## src/rtl/regfile_pkg.sv

```systemverilog
// Shared constants and helpers for the multi-port register file.
//   REG_ZERO       : hardwired-zero register address
//   WB_ALU/WB_LOAD : write-port indices (ALU writeback, load writeback)
//   NUM_WR         : number of write ports
//   clog2()        : ceiling log2 usable in parameter expressions
package regfile_pkg;

   localparam int unsigned REG_ZERO = 0;
   localparam int unsigned WB_ALU   = 0;
   localparam int unsigned WB_LOAD  = 1;
   localparam int unsigned NUM_WR   = 2;

   // Ceiling log2; clog2(1) = 0.
   function automatic int unsigned clog2(input int unsigned value);
      int unsigned r;
      r = 0;
      while ((32'd1 << r) < value) r++;
      return r;
   endfunction

endpackage : regfile_pkg

```

## src/rtl/regfile_rd_port.sv

```systemverilog
// One combinational read port of the register file.
// Ports:
//   addr        in  AW        read address
//   stored      in  DW        stored value of register addr
//   stored_busy in  1         scoreboard bit of register addr
//   wr_en       in  2         live write enables (already gated by reset)
//   wr_addr     in  2*AW      write addresses
//   wr_data     in  2*DW      write data
//   data        out DW        read data
//   busy        out 1         register has a pending producer
module regfile_rd_port
   import regfile_pkg::*;
#(
   parameter int unsigned DW     = 32,
   parameter int unsigned AW     = 5,
   parameter int unsigned BYPASS = 1
) (
   input  logic [AW-1:0]        addr,
   input  logic [DW-1:0]        stored,
   input  logic                 stored_busy,
   input  logic [NUM_WR-1:0]    wr_en,
   input  logic [NUM_WR*AW-1:0] wr_addr,
   input  logic [NUM_WR*DW-1:0] wr_data,
   output logic [DW-1:0]        data,
   output logic                 busy
);

   logic byp;
   logic hit_alu;
   logic hit_load;

   assign byp      = (BYPASS != 0);
   assign hit_alu  = wr_en[WB_ALU]  && (wr_addr[WB_ALU*AW  +: AW] == addr);
   assign hit_load = wr_en[WB_LOAD] && (wr_addr[WB_LOAD*AW +: AW] == addr);

   // Zero check, then bypass (load port first), then stored value.
   // A register being written this cycle is reported not busy when bypassing,
   // since the consumer already sees the produced value.
   always_comb begin
      data = stored;
      busy = stored_busy;
      if (addr == AW'(REG_ZERO)) begin
         data = '0;
         busy = 1'b0;
      end else if (byp && hit_load) begin
         data = wr_data[WB_LOAD*DW +: DW];
         busy = 1'b0;
      end else if (byp && hit_alu) begin
         data = wr_data[WB_ALU*DW +: DW];
         busy = 1'b0;
      end
   end

endmodule : regfile_rd_port

```

## src/rtl/regfile_mp.sv

```systemverilog
// Multi-port register file for the pipelined MIPS datapath: NUM_RD
// combinational read ports, two clocked write ports, optional write-to-read
// bypass and a per-register busy scoreboard for decode hazard stalls.
// Register 0 reads as zero; all state clears on asynchronous reset.
// Ports:
//   clk        in  1          clock
//   rst_n      in  1          asynchronous active-low reset
//   rd_addr    in  NUM_RD*AW  read addresses, port k at [k*AW +: AW]
//   rd_data    out NUM_RD*DW  read data (combinational), port k at [k*DW +: DW]
//   rd_busy    out NUM_RD     port k's register has a pending producer
//   wr_en      in  2          write enables (0 = ALU, 1 = load)
//   wr_addr    in  2*AW       write addresses
//   wr_data    in  2*DW       write data
//   iss_en     in  1          instruction issued with a destination register
//   iss_addr   in  AW         destination of the issued instruction
//   wr_collide out 1          both write ports hit the same nonzero register last cycle
module regfile_mp
   import regfile_pkg::*;
#(
   parameter int unsigned DW     = 32,
   parameter int unsigned DEPTH  = 32,
   parameter int unsigned AW     = clog2(DEPTH),
   parameter int unsigned NUM_RD = 2,
   parameter int unsigned BYPASS = 1
) (
   input  logic                 clk,
   input  logic                 rst_n,
   input  logic [NUM_RD*AW-1:0] rd_addr,
   output logic [NUM_RD*DW-1:0] rd_data,
   output logic [NUM_RD-1:0]    rd_busy,
   input  logic [NUM_WR-1:0]    wr_en,
   input  logic [NUM_WR*AW-1:0] wr_addr,
   input  logic [NUM_WR*DW-1:0] wr_data,
   input  logic                 iss_en,
   input  logic [AW-1:0]        iss_addr,
   output logic                 wr_collide
);

   // Elaboration-time parameter checks.
   if ((DEPTH < 2) || ((DEPTH & (DEPTH - 1)) != 0)) begin : g_bad_depth
      $error("regfile_mp: DEPTH must be a power of two >= 2");
   end
   if (AW != clog2(DEPTH)) begin : g_bad_aw
      $error("regfile_mp: AW is derived from DEPTH and must not be overridden");
   end
   if ((NUM_RD < 1) || (NUM_RD > 4)) begin : g_bad_num_rd
      $error("regfile_mp: NUM_RD must be 1..4");
   end
   if (BYPASS > 1) begin : g_bad_bypass
      $error("regfile_mp: BYPASS must be 0 or 1");
   end

   logic [DW-1:0]     regs [DEPTH];
   logic [DEPTH-1:0]  busy;
   logic [DEPTH-1:0]  busy_nxt;
   logic              collide_nxt;
   logic [NUM_WR-1:0] wr_live;
   logic [NUM_WR-1:0] wr_ok;
   logic [AW-1:0]     wa [NUM_WR];
   logic [DW-1:0]     wd [NUM_WR];

   // Writes in flight while reset is held are discarded, so they must not
   // leak through the bypass path either.
   assign wr_live = wr_en & {NUM_WR{rst_n}};

   // Unpack write ports; writes to register 0 are dropped here.
   for (genvar i = 0; i < NUM_WR; i++) begin : g_wr
      assign wa[i]    = wr_addr[i*AW +: AW];
      assign wd[i]    = wr_data[i*DW +: DW];
      assign wr_ok[i] = wr_live[i] && (wa[i] != AW'(REG_ZERO));
   end

   // Storage; the load port is assigned last so it wins on a shared address.
   always_ff @(posedge clk or negedge rst_n) begin
      if (!rst_n) begin
         for (int r = 0; r < DEPTH; r++) regs[r] <= '0;
      end else begin
         if (wr_ok[WB_ALU])  regs[wa[WB_ALU]]  <= wd[WB_ALU];
         if (wr_ok[WB_LOAD]) regs[wa[WB_LOAD]] <= wd[WB_LOAD];
      end
   end

   // Scoreboard next state: writebacks clear, then a new issue sets, so the
   // newest producer wins when both land on the same register.
   always_comb begin
      busy_nxt = busy;
      for (int i = 0; i < NUM_WR; i++) begin
         if (wr_ok[i]) busy_nxt[wa[i]] = 1'b0;
      end
      if (iss_en && (iss_addr != AW'(REG_ZERO))) busy_nxt[iss_addr] = 1'b1;
      busy_nxt[REG_ZERO] = 1'b0;
   end

   // Both ports writing the same nonzero register (wr_ok already excludes r0).
   assign collide_nxt = wr_ok[WB_ALU] && wr_ok[WB_LOAD] && (wa[WB_ALU] == wa[WB_LOAD]);

   // Scoreboard and collision flag registers.
   always_ff @(posedge clk or negedge rst_n) begin
      if (!rst_n) begin
         busy       <= '0;
         wr_collide <= 1'b0;
      end else begin
         busy       <= busy_nxt;
         wr_collide <= collide_nxt;
      end
   end

   // Read ports.
   for (genvar k = 0; k < NUM_RD; k++) begin : g_rd
      logic [AW-1:0] addr;
      assign addr = rd_addr[k*AW +: AW];

      regfile_rd_port #(
         .DW     (DW),
         .AW     (AW),
         .BYPASS (BYPASS)
      ) u_rd_port (
         .addr        (addr),
         .stored      (regs[addr]),
         .stored_busy (busy[addr]),
         .wr_en       (wr_live),
         .wr_addr     (wr_addr),
         .wr_data     (wr_data),
         .data        (rd_data[k*DW +: DW]),
         .busy        (rd_busy[k])
      );
   end

endmodule : regfile_mp

```

## config.mk

```make
export PLATFORM = sky130hd
export DESIGN_NAME = regfile_mp
export DESIGN_NICKNAME = d
export VERILOG_FILES = /design/src/rtl/regfile_pkg.sv /design/src/rtl/regfile_rd_port.sv /design/src/rtl/regfile_mp.sv
export SDC_FILE = /design/constraint.sdc
export NUM_CORES = 2
export LEC_CHECK = 0
export CORE_MARGIN = 2
export CORE_UTILIZATION = 35
export CTS_BUF_LIST = sky130_fd_sc_hd__clkbuf_2
export CTS_CLUSTER_SIZE = 40
export DETAILED_ROUTE_END_ITERATION = 12
export SLEW_MARGIN = 10
export SYNTH_ARGS = -nofsm -noshare
export SYNTH_HDL_FRONTEND = slang
export SYNTH_HIERARCHICAL = 1
export SYNTH_SLANG_ARGS = --single-unit
export TNS_END_PERCENT = 20
```

## constraint.sdc

```tcl
create_clock -name clk -period 1.9 [get_ports clk]
set_clock_uncertainty 0.1 [all_clocks]
set_input_delay 0.19 -clock clk [delete_from_list [all_inputs] [get_ports clk]]
set_output_delay 0.19 -clock clk [all_outputs]
set_load 0.005 [all_outputs]
```

cell_classes.png
(1 px per um) Fill, decap, tap and diode cells in gray.
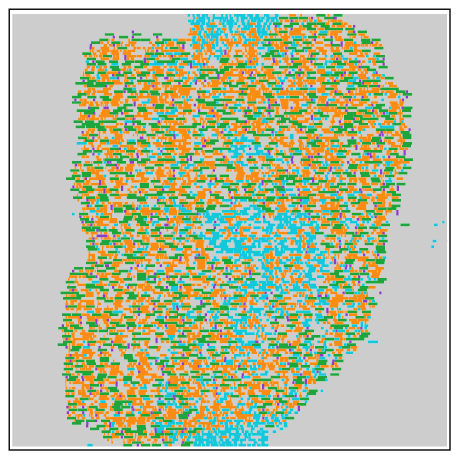
[all other logic] orange | cells: 4631 | share of their area: 46%
[clock drivers and dummy loads] purple | cells: 490 | share of their area: 2.8%
[other buffers and delay cells] cyan | cells: 1555 | share of their area: 20%
[flip-flops] green | cells: 1056 | share of their area: 31%
sequential share of cell area: 30.01%
Final Cell Area: 88050 um2
# rows: 159
core box area: 188000 um2
Core Util, Final: 46.84%

zoom.png
Region (207, 207) to (232, 232) um. Cells in gray, sequential cells in the stronger gray; small squares are vias.
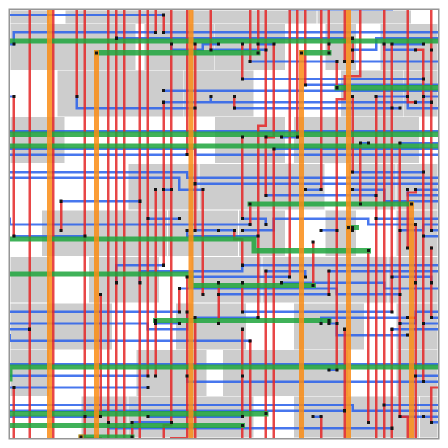
[met1] blue
[met3] green
[met2] red
[met4] orange
cells with their middle in the window: 32
sequential cells in the window: 0
most frequent: nor2_4 (13), buf_12 (10), buf_4 (4)

final_clocks.png
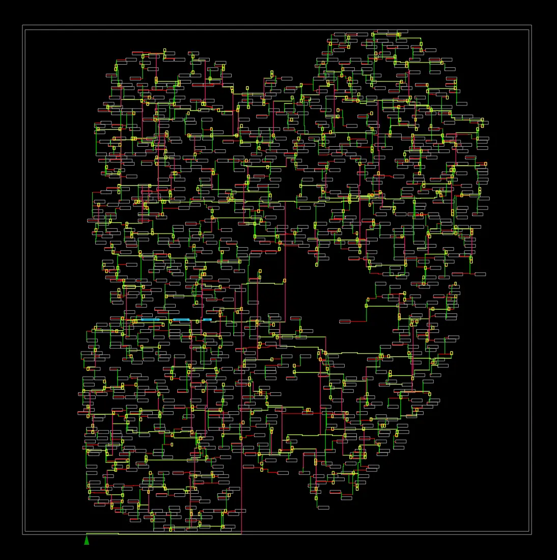
clkbuf count: 424
clk sinks: 1056
P_clk: 16900 uW

==> CHANGELOG.md <==
### Changed

- Outcome: finished, violations left
- Failing checks: hold timing, setup timing
- Peak supply drop: 0.0005938 V
- Fin. Hold Viols: approximately 90
- Internal power: 48230 uW
- PD cells: ~860 nW/um2
- Number of flip-flops in the largest register: between 1000 and 1500
- Layout Nets: between 7000 and 8000
- CTS root buffer: clkbuf_2
- Hold Slack: -0.1843 ns
- Worst Max-Slew Pin Slew: approximately 1.4 ns
- I/O Pins: around 160
- Critical Path Slowest Stage Cell: nor4_4
- LEAKAGE: approximately 0.038 uW
- Crit path depth: 7
- Non-clk buf share: slightly below 20%
- Via count: around 65000
- HPWL Detailed: around 210000 um
- Async SR Flop Fraction: 100.0%
- Register share after synthesis: 39.84%
- Layout fillers: 16960
- Synthesized area: between 60000 and 70000 um2
- Commonest cells post-synth: dfrtp_1 (1056), nor2_1 (797), nand2_1 (769), mux2i_1 (735), a21oi_1 (544)
- OpenROAD warnings: approximately 46
- Maximum fanout along the worst path: 3
- Routed met2 length: ~140000 um
- Post-Layout Cell Count: between 10000 and 15000
- Chip height: ~440 um
- Non-Clock Buffer Count: 1555
- Clock tree buffer depth: 4
- Comb gate area: between 30000 and 40000 um2
- Final setup TNS: -145.82 ns
- Setup slack after layout: -2.568 ns
- Top cell category: combinational gates
- Final setup vio count: 126
- Via/cell ratio: ~6.4
- Dpl cell area: between 70000 and 80000 um2
clock_map.png
(1 px per um)
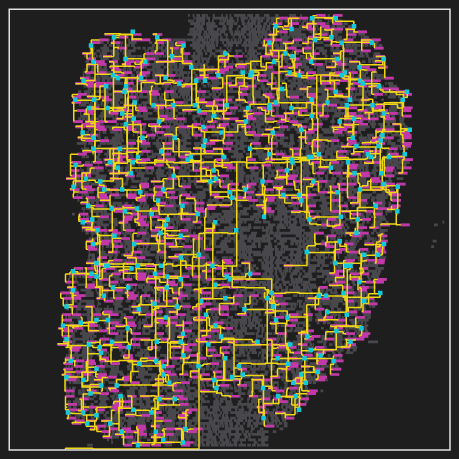
[cells driving clock nets] cyan | count: 306
[flip-flops] magenta | count: 1056
[clock wires] yellow | length: 18000 um
flops lie: widely spread
routed clock nets: 307

density.png
(0.5 px per um) 22 x 22 tiles, from black (low) to pale yellow (high), 0 to 100% covered.
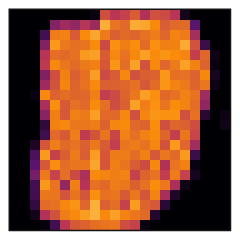
emptiest ninth of the die: lower right
tiles over 75% full: 9.5%
mean over tiles: 44%
Core Util at FP: 35.28%

No activity file was given, so power comes from the tool's default toggle rates.
